File: src/rtl/ksa_add_arbiter_if.sv
// Requester and response bundle for the shared-adder arbiter.
// The arbiter is the slave side; the requester/consumer cluster is the master.
interface ksa_add_arbiter_if #(
    parameter int WIDTH = 8,
    parameter int NREQ  = 4,
    parameter int IDW   = $clog2(NREQ)
);
    logic [NREQ-1:0]       req_valid;
    logic [NREQ-1:0]       req_ready;
    logic [NREQ*WIDTH-1:0] req_a;
    logic [NREQ*WIDTH-1:0] req_b;
    logic [NREQ-1:0]       req_cin;
    logic [NREQ-1:0]       req_last;
    logic                  rsp_valid;
    logic                  rsp_ready;
    logic [WIDTH-1:0]      rsp_sum;
    logic                  rsp_cout;
    logic [IDW-1:0]        rsp_id;
    logic                  rsp_last;

    modport master (
        output req_valid, req_a, req_b, req_cin, req_last, rsp_ready,
        input  req_ready, rsp_valid, rsp_sum, rsp_cout, rsp_id, rsp_last
    );

    modport slave (
        input  req_valid, req_a, req_b, req_cin, req_last, rsp_ready,
        output req_ready, rsp_valid, rsp_sum, rsp_cout, rsp_id, rsp_last
    );
endinterface

File: src/rtl/ksa_add_arbiter.sv
// Round-robin sequencer sharing one combinational adder among NREQ requesters.
// Two register stages (OP, RSP); bursts chain carry-out into the next beat.
module ksa_add_arbiter #(
    parameter int WIDTH = 8,
    parameter int NREQ  = 4,
    parameter int IDW   = $clog2(NREQ)
) (
    input  logic              clk,
    input  logic              rst,
    ksa_add_arbiter_if.slave  bus,
    output logic [WIDTH-1:0]  add_a,
    output logic [WIDTH-1:0]  add_b,
    output logic              add_cin,
    input  logic [WIDTH-1:0]  add_sum,
    input  logic              add_cout
);
    typedef enum logic {IDLE, LOCK} arb_state_e;

    arb_state_e state, state_nxt;

    logic [IDW-1:0]   rr_ptr;
    logic [IDW-1:0]   lock_id;
    logic [IDW-1:0]   rr_idx;
    logic [IDW-1:0]   rr_gnt;
    logic             rr_hit;
    logic [IDW-1:0]   grant;
    logic             grant_vld;

    logic             op_vld;
    logic [IDW-1:0]   op_id;
    logic             op_last;
    logic             carry_reg;

    logic             rsp_adv;
    logic             op_adv;
    logic             can_accept;
    logic             xfer;
    logic             cin_sel;

    logic [WIDTH-1:0] a_arr [NREQ];
    logic [WIDTH-1:0] b_arr [NREQ];

    for (genvar i = 0; i < NREQ; i++) begin : g_unpack
        assign a_arr[i] = bus.req_a[i*WIDTH +: WIDTH];
        assign b_arr[i] = bus.req_b[i*WIDTH +: WIDTH];
    end

    assign rsp_adv    = !bus.rsp_valid || bus.rsp_ready;
    assign op_adv     = op_vld && rsp_adv;
    assign can_accept = !op_vld || rsp_adv;

    // First valid requester after rr_ptr, wrapping modulo NREQ.
    always_comb begin
        rr_gnt = '0;
        rr_hit = 1'b0;
        rr_idx = '0;
        for (int k = 1; k <= NREQ; k++) begin
            rr_idx = IDW'((int'(rr_ptr) + k) % NREQ);
            if (!rr_hit && bus.req_valid[rr_idx]) begin
                rr_hit = 1'b1;
                rr_gnt = rr_idx;
            end
        end
    end

    always_comb begin
        grant     = rr_gnt;
        grant_vld = rr_hit;
        cin_sel   = bus.req_cin[rr_gnt];
        unique case (state)
            IDLE: begin
                grant     = rr_gnt;
                grant_vld = rr_hit;
                cin_sel   = bus.req_cin[rr_gnt];
            end
            LOCK: begin
                grant     = lock_id;
                grant_vld = 1'b1;
                // Previous beat still in OP means its carry is only live.
                cin_sel   = op_vld ? add_cout : carry_reg;
            end
        endcase
    end

    always_comb begin
        bus.req_ready = '0;
        if (can_accept && grant_vld && !rst)
            bus.req_ready[grant] = 1'b1;
    end

    assign xfer = |(bus.req_valid & bus.req_ready);

    always_comb begin
        state_nxt = state;
        unique case (state)
            IDLE: if (xfer && !bus.req_last[grant]) state_nxt = LOCK;
            LOCK: if (xfer &&  bus.req_last[grant]) state_nxt = IDLE;
        endcase
    end

    always_ff @(posedge clk or posedge rst) begin
        if (rst) begin
            state   <= IDLE;
            rr_ptr  <= IDW'(NREQ - 1);
            lock_id <= '0;
        end else begin
            state <= state_nxt;
            if (xfer) begin
                rr_ptr  <= grant;
                lock_id <= grant;
            end
        end
    end

    always_ff @(posedge clk or posedge rst) begin
        if (rst) begin
            op_vld    <= 1'b0;
            add_a     <= '0;
            add_b     <= '0;
            add_cin   <= 1'b0;
            op_id     <= '0;
            op_last   <= 1'b0;
            carry_reg <= 1'b0;
        end else begin
            if (xfer) begin
                op_vld  <= 1'b1;
                add_a   <= a_arr[grant];
                add_b   <= b_arr[grant];
                add_cin <= cin_sel;
                op_id   <= grant;
                op_last <= bus.req_last[grant];
            end else if (rsp_adv) begin
                op_vld <= 1'b0;
            end
            if (op_adv)
                carry_reg <= add_cout;
        end
    end

    always_ff @(posedge clk or posedge rst) begin
        if (rst) begin
            bus.rsp_valid <= 1'b0;
            bus.rsp_sum   <= '0;
            bus.rsp_cout  <= 1'b0;
            bus.rsp_id    <= '0;
            bus.rsp_last  <= 1'b0;
        end else if (op_adv) begin
            bus.rsp_valid <= 1'b1;
            bus.rsp_sum   <= add_sum;
            bus.rsp_cout  <= add_cout;
            bus.rsp_id    <= op_id;
            bus.rsp_last  <= op_last;
        end else if (bus.rsp_ready) begin
            bus.rsp_valid <= 1'b0;
        end
    end
endmodule

File: src/flat_wrapper.sv
// flat-port wrapper written by rule: the top's interface ports become plain ports
module ksa_add_arbiter_flat 
#(
    parameter int WIDTH = 8,
    parameter int NREQ  = 4,
    parameter int IDW   = $clog2(NREQ)
)
  (clk, rst, add_a, add_b, add_cin, add_sum, add_cout, bus_req_valid, bus_req_a, bus_req_b, bus_req_cin, bus_req_last, bus_rsp_ready, bus_req_ready, bus_rsp_valid, bus_rsp_sum, bus_rsp_cout, bus_rsp_id, bus_rsp_last);
  ksa_add_arbiter_if #(.WIDTH(WIDTH), .NREQ(NREQ), .IDW(IDW)) bus_i ();
  input  logic clk;
  input  logic rst;
  output logic [WIDTH-1:0] add_a;
  output logic [WIDTH-1:0] add_b;
  output logic add_cin;
  input  logic [WIDTH-1:0] add_sum;
  input  logic add_cout;
  input wire logic [$bits(bus_i.req_valid)-1:0] bus_req_valid;
  input wire logic [$bits(bus_i.req_a)-1:0] bus_req_a;
  input wire logic [$bits(bus_i.req_b)-1:0] bus_req_b;
  input wire logic [$bits(bus_i.req_cin)-1:0] bus_req_cin;
  input wire logic [$bits(bus_i.req_last)-1:0] bus_req_last;
  input wire logic [$bits(bus_i.rsp_ready)-1:0] bus_rsp_ready;
  output wire logic [$bits(bus_i.req_ready)-1:0] bus_req_ready;
  output wire logic [$bits(bus_i.rsp_valid)-1:0] bus_rsp_valid;
  output wire logic [$bits(bus_i.rsp_sum)-1:0] bus_rsp_sum;
  output wire logic [$bits(bus_i.rsp_cout)-1:0] bus_rsp_cout;
  output wire logic [$bits(bus_i.rsp_id)-1:0] bus_rsp_id;
  output wire logic [$bits(bus_i.rsp_last)-1:0] bus_rsp_last;
  assign bus_i.req_valid = bus_req_valid;
  assign bus_i.req_a = bus_req_a;
  assign bus_i.req_b = bus_req_b;
  assign bus_i.req_cin = bus_req_cin;
  assign bus_i.req_last = bus_req_last;
  assign bus_i.rsp_ready = bus_rsp_ready;
  assign bus_req_ready = bus_i.req_ready;
  assign bus_rsp_valid = bus_i.rsp_valid;
  assign bus_rsp_sum = bus_i.rsp_sum;
  assign bus_rsp_cout = bus_i.rsp_cout;
  assign bus_rsp_id = bus_i.rsp_id;
  assign bus_rsp_last = bus_i.rsp_last;
  ksa_add_arbiter #(.WIDTH(WIDTH), .NREQ(NREQ), .IDW(IDW)) u_core (.clk(clk), .rst(rst), .bus(bus_i), .add_a(add_a), .add_b(add_b), .add_cin(add_cin), .add_sum(add_sum), .add_cout(add_cout));
endmodule
File: config.mk
export PLATFORM = sky130hd
export DESIGN_NAME = ksa_add_arbiter_flat
export DESIGN_NICKNAME = d
export VERILOG_FILES = /design/src/rtl/ksa_add_arbiter_if.sv /design/src/rtl/ksa_add_arbiter.sv /design/src/flat_wrapper.sv
export SDC_FILE = /design/constraint.sdc
export NUM_CORES = 1
export LEC_CHECK = 0
export ABC_AREA = 0
export CAP_MARGIN = 20
export CELL_PAD_IN_SITES_DETAIL_PLACEMENT = 0
export CELL_PAD_IN_SITES_GLOBAL_PLACEMENT = 1
export CORE_MARGIN = 8
export CORE_UTILIZATION = 29
export CTS_BUF_LIST = sky130_fd_sc_hd__clkbuf_8
export DETAILED_ROUTE_END_ITERATION = 12
export HOLD_SLACK_MARGIN = 0.12
export PLACE_DENSITY = 0.85
export SKIP_LAST_GASP = 1
export SYNTH_ARGS = -nofsm -noshare
export SYNTH_HDL_FRONTEND = slang
export SYNTH_SLANG_ARGS = --single-unit
File: constraint.sdc
create_clock -name clk -period 2.8 [get_ports clk]
set_input_delay 0.56 -clock clk [delete_from_list [all_inputs] [get_ports clk]]
set_output_delay 0.56 -clock clk [all_outputs]
set_load 0.03 [all_outputs]
Run 1, register map, names as in the netlist:
Drawn at 4 px/um. Other sequential cells in the stronger grey, the rest of the logic in the fainter grey.
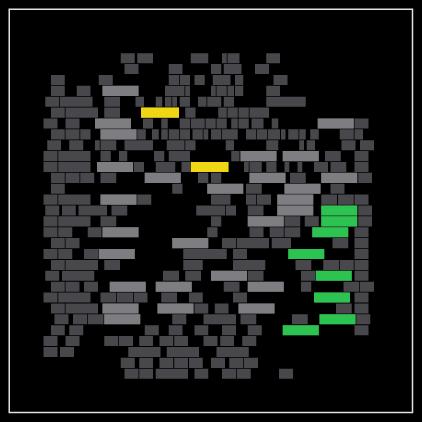
- `u_core.rr_ptr`: yellow (placed flops 2)
- `u_core.bus.rsp_sum`: green (placed flops 8)

Run 1, metal layers overlaid:
Drawn at 4 px/um.
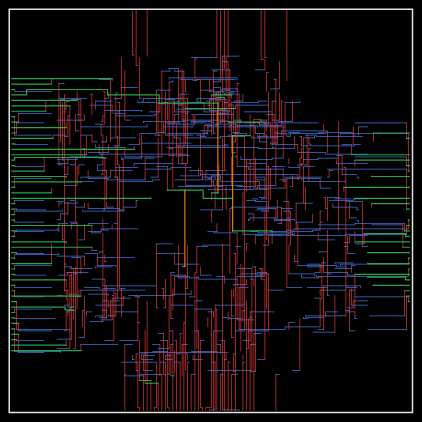
- metal 4: orange (wire length 65.3 um)
- metal 3: green (wire length 719 um)
- metal 2: red (wire length 3,170 um)
- metal 1: blue (wire length 2,400 um)
detailed-route via count: 1,856
WL final: 6350 um

==> results_dict.tcl, run 1 <==
# yosys + openroad results
set metrics [dict create \
    path_clk_slew_ns 0.07 \
    finalPower_uw 4190 \
    status "completed" \
    use_met1_pct 13.9 \
    p_comb_share_pct 65.2 \
    seq_share_pct 24.9 \
    async_flop_share_pct 100 \
    relSlewSlack_pct 51.0 \
    vias_per_cell 4.75 \
    aoi_share_pct 7.14 \
    yosysMostFrequentCell "dfrtp_1" \
    crit_top_cell "buf_4" \
    clock-sinks 37 \
    internal-power_uw 2560 \
    diodes 0 \
    synth_cells 148 \
    worst_ir_drop_vdd_mv 0.447 \
    tns_ns 0 \
    crit_type "input port to output pin" \
    regArea_um2 928 \
    hold_slack_ns 0.494 \
    layout_setup_ws_ns 0.195 \
    reg_top3 "u_core.add_a (8), u_core.add_b (8), u_core.bus.rsp_sum (8)" \
    period_needed_ns 2.60 \
    synth.avg_cell_area_um2 14.0 \
    logic_area_um2 1110 \
    critical-path-max-stage-delay_ns 0.29 \
    topCombFamilyByArea "multiplexers" \
    p_clk_share_pct 11.1 \
    gp_congestion 0.785 \
    grt-ovfl-total 0 \
    fin_crit_sh_pct 93.0 \
]
Run 1, routed clock nets over the placement:
Drawn at 3 px/um.
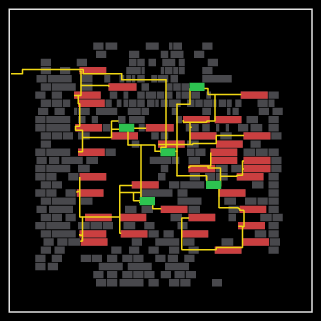
- clock drivers: green (count 5)
- flip-flops: red (count 37)
- clock wires: yellow (length 507 um)
- routed clock nets: 6

Run 1, track usage over the die:
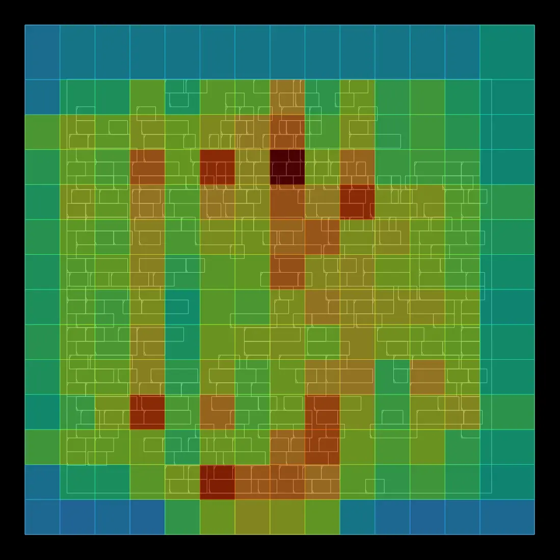
met3 Usage GRT: 6.49%
GRT busiest layer: met2
GR Util All Layers: 13.3%
met2 global-route usage: 23.1%
fin util: 54.6%

## run 1: final timing paths
path / startpoint / endpoint / depth (start not counted)
min: u_core.add_b[4] / u_core.add_b[4] / 1
min in group asynchronous: rst / u_core.op_vld / 2
max reg2reg: u_core.rr_ptr[1] / u_core.add_b[3] / 8
min reg2reg: u_core.add_b[4] / u_core.add_b[4] / 1
max in group asynchronous: rst / u_core.add_b[4] / 3
max: bus_req_valid[1] / bus_req_ready[0] / 8
## run 1: critical path: cells and delay by family
family                 cells  cell delay [ns]
buffers and inverters      3             0.59
AND-OR/OR-AND              2             0.51
AND/OR/NAND/NOR            3             0.37
## run 1: routing by layer
layer | vias up | share of wire, %
met4 | 0 | 1.0
met1 | 889 | 38
met3 | 7 | 11
li1 | 863 | -
met5 | - | 0
met2 | 97 | 50
Run 1, close-up of the layout:
Window x 65 to 85, y 15 to 35 um. Cells in grey, sequential cells in the stronger grey; small squares are vias.
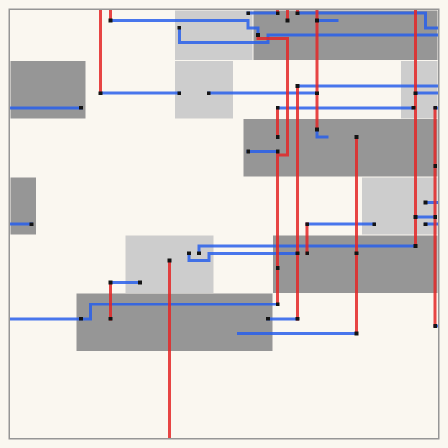

==> run 2: changes to the inputs <==
- CORE_MARGIN: 8 -> 3
- clock period: 2.8 -> 2.9 ns (I/O delays scaled with it)
Run 2, close-up of the layout:
Window x 58 to 78, y 13 to 33 um. Cells in grey, sequential cells in the stronger grey; small squares are vias.
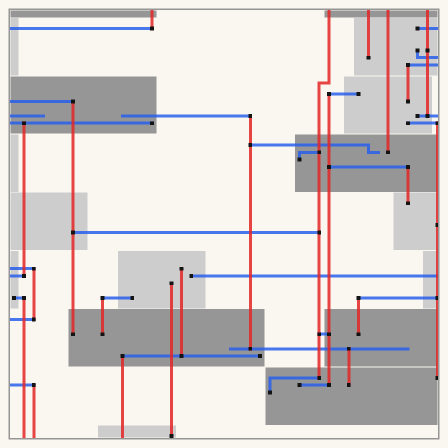
- metal 1: blue
- metal 2: red
- sequential cells in the window: 5
- netlist names of flops here include: `u_core.bus.rsp_sum` (4), `u_core.add_b` (1)
- cells with their middle in the window: 10
- most frequent: dfrtp_1 (5), mux2_2 (4), clkbuf_8 (1)

Run 2, routed clock nets over the placement:
Drawn at 3 px/um.
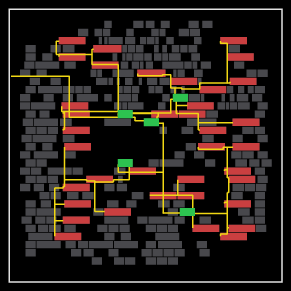
- clock drivers: green (count 5)
- clock wires: yellow (length 498 um)
- flip-flops: red (count 37)
- routed clock nets: 6
- flops lie: all over the die

Run 2, track usage over the die:
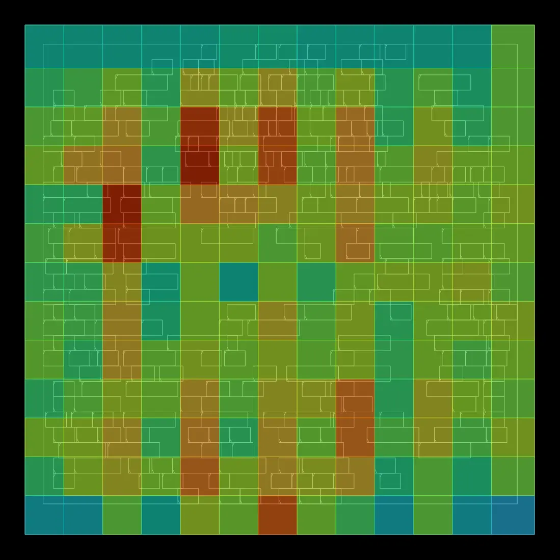
met3 Usage GRT: 4.92%
routed len/inst: 15.4 um
fin util: 53.5%
M1 GR Usage: 16.5%
GR Util All Layers: 14.5%

==> run 2 against run 1 <==
  * Global-route usage is 1.2 points higher
  * Synthesized cell count stayed put
  * Clock-buffer cell count stayed put
  * Total power is 5.4% lower
  * Cell area is 1.5% lower
  * Clock power is 26% lower
  * Setup slack worse by 0.16 ns
  * Hold slack better by 0.0047 ns
  * Synthesized area stayed put
  * Sequential power is 3.5% lower
  * Wire length is 5.9% lower
  * Critical path type unchanged
  * Largest power group unchanged
==> results_dict.tcl, run 2 <==
# yosys + openroad results
set metrics [dict create \
    worst_ir_drop_vdd_mv 0.435 \
    tns_ns 0 \
    period_needed_ns 2.86 \
    vias_per_cell 4.75 \
    crit_end "bus_req_ready[2]" \
    status "completed" \
    seq_share_pct 25.3 \
    hold_depth 1 \
    fin_crit_sh_pct 98.7 \
    path_buffers 2 \
    synth.avg_cell_area_um2 14.0 \
    worst-path-stages 7 \
    finalPower_uw 3970 \
    yosysMostFrequentCell "dfrtp_1" \
    gp_congestion 0.829 \
    clock-sinks 37 \
    hold_slack_ns 0.498 \
    hp-start "u_core.add_a[1]" \
    synth_cells 148 \
    cp-startpoint "bus_req_valid[0]" \
    vias 1843 \
]
[run 2: cell families after synthesis]
group,share of synthesized area [%]
multiplexers,37.6
flip-flops,44.9
AND/OR/NAND/NOR,7.20
AND-OR/OR-AND,7.14
buffers and inverters,3.21
[run 2: routing by layer]
layer / up-vias / wire length, um / global-route usage (%)
li1: 856 / - / -
met1: 892 / 2290 / 16.5
met2: 90 / 3150 / 26.5
met3: 5 / 485 / 4.92
met4: 0 / 43 / 2.68
met5: - / 0 / 0
[run 2: power by group]
| group | internal [uW] | leakage (uW) | switching [uW] |
|---|---|---|---|
| registers | 796 | 0.000436 | 166 |
| logic | 1430 | 0.00102 | 1230 |
| clock network | 163 | 0.0000491 | 180 |
| total | 2390 | 0.00150 | 1580 |
Power and IR drop assume default switching activity.
